run_1/m3.png
(4 px per um)
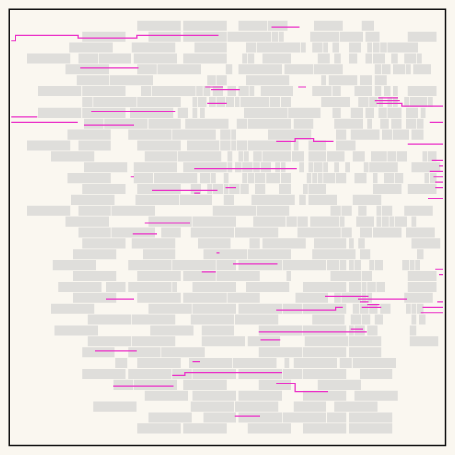
run_1/clock_wires.png
(3 px per um)
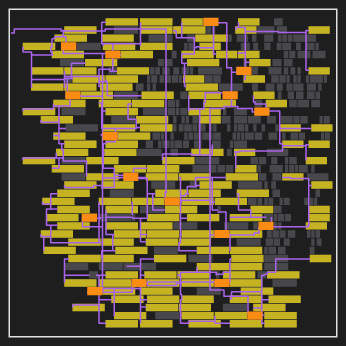
run_1/util_map.png
(3 px per um) The die is cut into 11 by 11 equal tiles; white is low, dark blue is high, 0 to 100% covered.
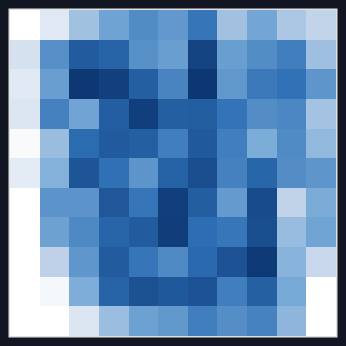
run_1/m1.png
(2 px per um) Supply wires on this layer in gray.
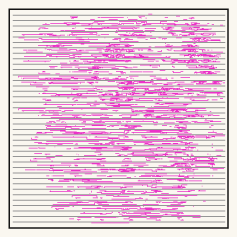
File: src/rtl/sync_fifo_mem.sv
// Single-clock FIFO with on-block storage, registered read port, optional
// first-word-fall-through, programmable almost flags and sticky error flags.
module sync_fifo_mem #(
  parameter int DATA_WIDTH = 8,
  parameter int ADDR_WIDTH = 4,
  parameter int AF_LEVEL   = (1 << ADDR_WIDTH) - 4,
  parameter int AE_LEVEL   = 4,
  parameter bit FWFT       = 1'b0
) (
  input  logic                  CLK,
  input  logic                  RST,
  input  logic                  W_EN,
  input  logic [DATA_WIDTH-1:0] W_Data,
  input  logic                  R_EN,
  output logic [DATA_WIDTH-1:0] R_Data,
  output logic                  R_Valid,
  output logic                  FULL,
  output logic                  EMPTY,
  output logic                  ALMOST_FULL,
  output logic                  ALMOST_EMPTY,
  output logic [ADDR_WIDTH:0]   COUNT,
  output logic                  OVERFLOW,
  output logic                  UNDERFLOW
);

  localparam int                DEPTH   = 1 << ADDR_WIDTH;
  localparam logic [ADDR_WIDTH:0] DEPTH_C = (ADDR_WIDTH + 1)'(DEPTH);
  localparam logic [ADDR_WIDTH:0] AF_C    = (ADDR_WIDTH + 1)'(AF_LEVEL);
  localparam logic [ADDR_WIDTH:0] AE_C    = (ADDR_WIDTH + 1)'(AE_LEVEL);
  localparam logic [ADDR_WIDTH:0] ONE     = (ADDR_WIDTH + 1)'(1);

  logic [DATA_WIDTH-1:0] mem [DEPTH];
  logic [ADDR_WIDTH:0]   wptr;
  logic [ADDR_WIDTH:0]   rptr;
  logic [ADDR_WIDTH:0]   count_next;
  logic                  rd_accept;
  logic                  wr_accept;
  logic                  load_head;

  // In FWFT mode COUNT includes the output register, so the array may still
  // hold words while R_Valid is low; pointer inequality tracks the array alone.
  always_comb begin
    rd_accept  = R_EN && (FWFT ? R_Valid : !EMPTY);
    wr_accept  = W_EN && (!FULL || rd_accept);
    load_head  = FWFT ? ((!R_Valid || rd_accept) && (wptr != rptr)) : rd_accept;
    count_next = COUNT;
    if (wr_accept && !rd_accept)      count_next = COUNT + ONE;
    else if (rd_accept && !wr_accept) count_next = COUNT - ONE;
  end

  // NOTE: the storage array has no reset; pointers define validity, and a
  // reset-free array maps onto plain RAM instead of thousands of flops.
  always_ff @(posedge CLK) begin
    if (wr_accept && !RST) mem[wptr[ADDR_WIDTH-1:0]] <= W_Data;
  end

  // NOTE: all state uses non-blocking assignments so every register samples
  // pre-edge values; reading mem here therefore never sees a same-edge write.
  always_ff @(posedge CLK) begin
    if (RST) begin
      wptr         <= '0;
      rptr         <= '0;
      R_Data       <= '0;
      R_Valid      <= 1'b0;
      COUNT        <= '0;
      FULL         <= 1'b0;
      EMPTY        <= 1'b1;
      ALMOST_FULL  <= 1'b0;
      ALMOST_EMPTY <= 1'b1;
      OVERFLOW     <= 1'b0;
      UNDERFLOW    <= 1'b0;
    end else begin
      if (wr_accept) wptr <= wptr + ONE;
      if (load_head) begin
        R_Data <= mem[rptr[ADDR_WIDTH-1:0]];
        rptr   <= rptr + ONE;
      end
      R_Valid      <= FWFT ? (load_head || (R_Valid && !rd_accept)) : rd_accept;
      COUNT        <= count_next;
      FULL         <= (count_next == DEPTH_C);
      EMPTY        <= (count_next == '0);
      ALMOST_FULL  <= (count_next >= AF_C);
      ALMOST_EMPTY <= (count_next <= AE_C);
      if (W_EN && !wr_accept) OVERFLOW  <= 1'b1;
      if (R_EN && !rd_accept) UNDERFLOW <= 1'b1;
    end
  end

endmodule

File: config.mk
export PLATFORM = sky130hd
export DESIGN_NAME = sync_fifo_mem
export DESIGN_NICKNAME = d
export VERILOG_FILES = /design/src/rtl/sync_fifo_mem.sv
export SDC_FILE = /design/constraint.sdc
export NUM_CORES = 1
export LEC_CHECK = 0
export CORE_UTILIZATION = 55
export CTS_BUF_LIST = sky130_fd_sc_hd__clkbuf_2 sky130_fd_sc_hd__clkbuf_4 sky130_fd_sc_hd__clkbuf_8
export DETAILED_ROUTE_END_ITERATION = 6
export DONT_BUFFER_PORTS = 1
export PLACE_DENSITY = 0.73
export SKIP_LAST_GASP = 1
export SLEW_MARGIN = 10
export SYNTH_ARGS = -nofsm -noshare
export SYNTH_HDL_FRONTEND = slang
export SYNTH_SLANG_ARGS = --single-unit
export TNS_END_PERCENT = 1
File: constraint.sdc
create_clock -name CLK -period 2.11 [get_ports CLK]
set_input_delay 0.422 -clock CLK [delete_from_list [all_inputs] [get_ports CLK]]
set_output_delay 0.422 -clock CLK [all_outputs]
set_load 0.005 [all_outputs]
==> results.md, run 1 <==
| Group | Metric | Reported |
|---|---|---|
| cells and area | Flop count | 156 |
| routing | Total wire length after detailed routing | 12200 um |
| grt | GRT busiest layer | met2 |
| clocking | Clock tree from TritonCTS | done |
| power and ir drop | Proportion of power drawn by combinational gates | 9.8% |
| grt | Global-route wire length before repair | 19200 um |
| critical path | Highest fanout seen on the critical path | 8 |
| critical path | Startpoint of the most critical register-to-register path | COUNT[1] |
| run status | Result of the run | completed |
| floorplanning | Die X | 109 um |
| critical path | Delay of the slowest critical-path stage | 540 ps |
| cells and area | Area-dominant cell class after layout | sequential cells |
| routing | Vias per inst | 6.02 |
| critical path | Crit path capture type | register |
| placed design | Placed Instance Area | 0.00656 sq mm |
| power and ir drop | PD cells | 920 mW/mm^2 |
| critical path | Setup slack of the most critical reg-to-reg path | 270 ps |
| cells and area | Data-path buffer share of cell area in the final layout | 3.59% |
| clocking | Number of buffers inserted by post-CTS setup repair | 0 |
| synth | Multiplexer share | 11.5% |
| synth | Count of cell types in the netlist | 44 |
About m3.png:
wire length on this layer	471 um
nets with wire on the layer	36
main direction	horizontal

About clock_wires.png:
[orange] clock-net drivers | count: 17
[purple] clock wires | length: 1640 um
[yellow] flip-flops | count: 156
routed clock nets	18

About util_map.png:
fullest tile	97%
mean over tiles	57%
tiles over 75% full	31%
nearly empty tiles	7.4%
emptiest ninth of the die	lower left

About m1.png:
longest straight run	62.6 um
nets with wire on the layer	413

==> inputs of run 2 (changes only) <==
- CTS_BUF_LIST: sky130_fd_sc_hd__clkbuf_2 sky130_fd_sc_hd__clkbuf_4 sky130_fd_sc_hd__clkbuf_8 -> sky130_fd_sc_hd__clkbuf_16
run_2/m3.png
(4 px per um)
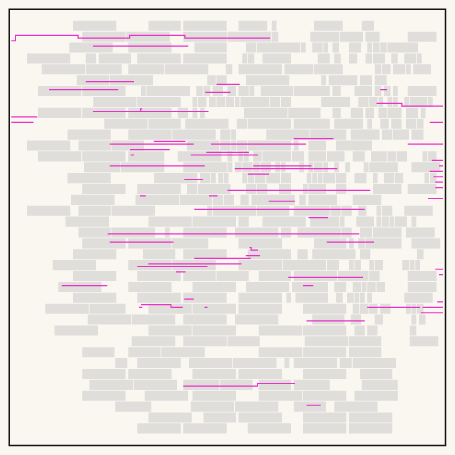
main direction	horizontal
wire length on this layer	748 um

==> run 2 against run 1 <==
Effect of this change:
- worst setup slack better by 11 ps
- fmax is 0.59% higher
- final cell count stayed put
- hold slack better by 44 ps
- count of clock-buffer cells in the layout shrank 1
- sequential cell count stayed put
- die size unchanged
- sequential share of layout area fell by 1.7 points
- first-iteration DRC count increased by 28%
- synthesized cell count stayed put
- register-to-register slack about the same
- core utilization rose by 1.7 points
==> results.md, run 2 <==
| Group | Metric | Reported | Change |
|---|---|---|---|
| final timing | Endpoints failing hold | 0 | unchanged |
| synth | Simple Share, Synth | 8.14% | unchanged |
| floorplanning | Die X | 109 um | unchanged |
| synth | Count of flip-flops with a built-in enable after synthesis | 128 | unchanged |
| run status | Result of the run | completed | unchanged |
| cells and area | Area-dominant cell class after layout | sequential cells | unchanged |
| power and ir drop | PD cells | 1000 mW/mm^2 | was 920 mW/mm^2 |
| final timing | Slew @ Worst Pin | 450 ps | was 449 ps |
| cells and area | Data-path buffer share of cell area in the final layout | 3.50% | was 3.59% |
| critical path | Highest fanout seen on the critical path | 8 | unchanged |
| clocking | Clock tree from TritonCTS | done | unchanged |
| critical path | Worst path top cell family by delay | flip-flops | unchanged |
| placed design | Placed Instance Area | 0.00656 sq mm | unchanged |
| clocking | Number of buffers inserted by post-CTS setup repair | 0 | unchanged |
| final timing | Post-route clock period utilization | 86.6% | was 87.1% |
| synth | Multiplexer share | 11.5% | unchanged |
| grt | Global-route wire length before repair | 19700 um | was 19200 um |
| routing | Vias per inst | 6.02 | about the same |
| routing | Total number of vias | 3363 | was 3364 |
| routing | Wire length on met1 | 5390 um | was 5540 um |
| grt | GRT busiest layer | met2 | unchanged |
| critical path | Setup slack of the most critical reg-to-reg path | 280 ps | was 270 ps |
| critical path | Delay of the slowest critical-path stage | 530 ps | was 540 ps |
| routing | Total wire length after detailed routing | 12600 um | was 12200 um |
| critical path | Crit path capture type | register | unchanged |
run_2/clock_nets.png
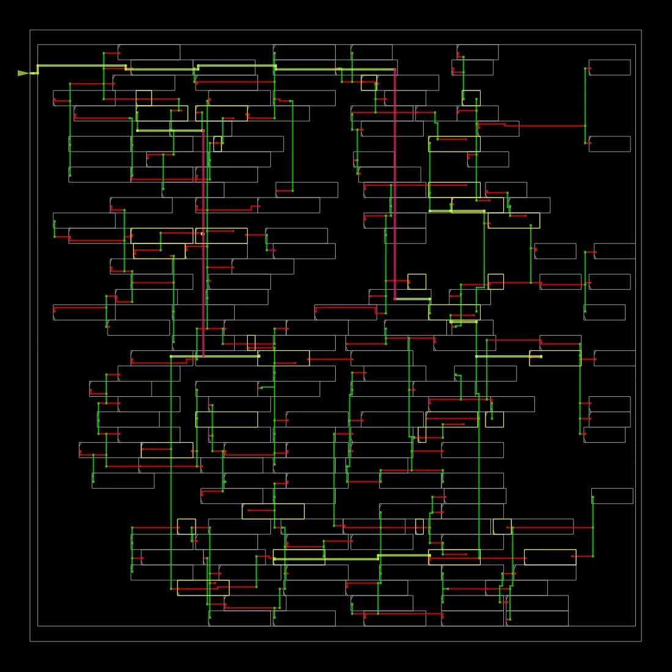
flop count: 156
Worst Clk Skew: 27.6 ps
worst skew pair latency: 430 ps

==> inputs of run 3 (changes only) <==
- CORE_MARGIN: default -> 2
run_3/m3.png
(4 px per um)
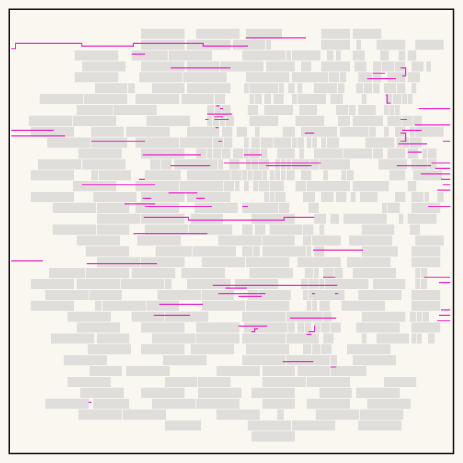
nets with wire on the layer	54
share of all routed wire	4.8%
longest straight run	30.8 um

==> run 3 against run 2 <==
Effect of this change:
- clock skew is 22 ps lower
- critical path depth is the same
- sequential cell count stayed put
- die size is 3.7% higher
- worst setup slack got worse by 78 ps
- critical path type unchanged
==> results.md, run 3 <==
| Group | Metric | Reported | Change |
|---|---|---|---|
| run status | Result of the run | completed | unchanged |
| placed design | Placed Instance Area | 0.00656 sq mm | unchanged |
| synth | Most common cell in the synthesized netlist | sky130_fd_sc_hd__edfxtp_1 | unchanged |
| routing | Wire length on met1 | 5250 um | was 5390 um |
| clocking | Worst skew pair latency | 420 ps | was 430 ps |
| critical path | Startpoint of the most critical register-to-register path | EMPTY | was COUNT[1] |
| floorplanning | Number of cell rows | 38 | unchanged |
| cells and area | Number of nets in the finished design | 425 | unchanged |
| critical path | Setup slack of the most critical reg-to-reg path | 200 ps | was 280 ps |
| final timing | Worst Clk Skew | 5.35 ps | was 27.6 ps |
| routing | Vias per inst | 6.07 | was 6.02 |
| final timing | Slew @ Worst Pin | 446 ps | was 450 ps |
| critical path | Data arrival time at the worst-slack endpoint | 2050 ps | was 2130 ps |
| power and ir drop | Relative contribution of the clock network to total power | 40.6% | was 42.4% |
| critical path | Highest fanout seen on the critical path | 6 | was 8 |
| routing | Total number of vias | 3385 | was 3363 |
| grt | Global-route wire length before repair | 18600 um | was 19700 um |
| cells and area | Flop count | 156 | unchanged |
| final timing | Endpoints failing hold | 0 | unchanged |
| routing | Final ANT Viol Nets | 0 | unchanged |
| synth | Simple Share, Synth | 8.14% | unchanged |
| clocking | H-tree depth reported by CTS | 4 | unchanged |
| synth | Multiplexer share | 11.5% | unchanged |
| synth | Count of cell types in the netlist | 44 | unchanged |
| critical path | Count of buffer and inverter cells on the critical path | 1 | was 2 |
| critical path | Crit path capture type | register | unchanged |
| critical path | Worst path top cell family by delay | simple AND/OR/NAND/NOR gates | was flip-flops |
| final timing | Post-route clock period utilization | 90.3% | was 86.6% |
| cells and area | Data-path buffer share of cell area in the final layout | 3.52% | was 3.50% |
| floorplanning | Die X | 111 um | was 109 um |
| cells and area | Highest-count logic cell in the final layout | sky130_fd_sc_hd__edfxtp_1 | unchanged |
| power and ir drop | PD cells | 979 mW/mm^2 | was 1000 mW/mm^2 |
| power and ir drop | Proportion of power drawn by combinational gates | 9.0% | was 8.7% |
| cells and area | Area-dominant cell class after layout | sequential cells | unchanged |
| synth | Synth cell count leaders | sky130_fd_sc_hd__edfxtp_1, sky130_fd_sc_hd__nor2_1, sky130_fd_sc_hd__mux4_2, sky130_fd_sc_hd__dfxtp_1, sky130_fd_sc_hd__nand2_1 | unchanged |
| clocking | Clock tree from TritonCTS | done | unchanged |
| critical path | Delay of the slowest critical-path stage | 360 ps | was 530 ps |
| routing | Total wire length after detailed routing | 11900 um | was 12600 um |
| grt | GRT busiest layer | met2 | unchanged |
| cells and area | Diodes inserted | 0 | unchanged |
run_3/clock_wires.png
(3 px per um)
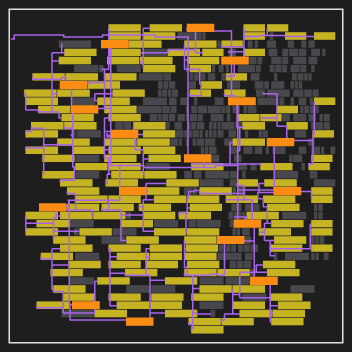
[purple] clock wires | length: 1560 um
[yellow] flip-flops | count: 156
[orange] clock-net drivers | count: 17
routed clock nets	18

Power figures rest on the tool's default switching activity, not on a simulated workload.
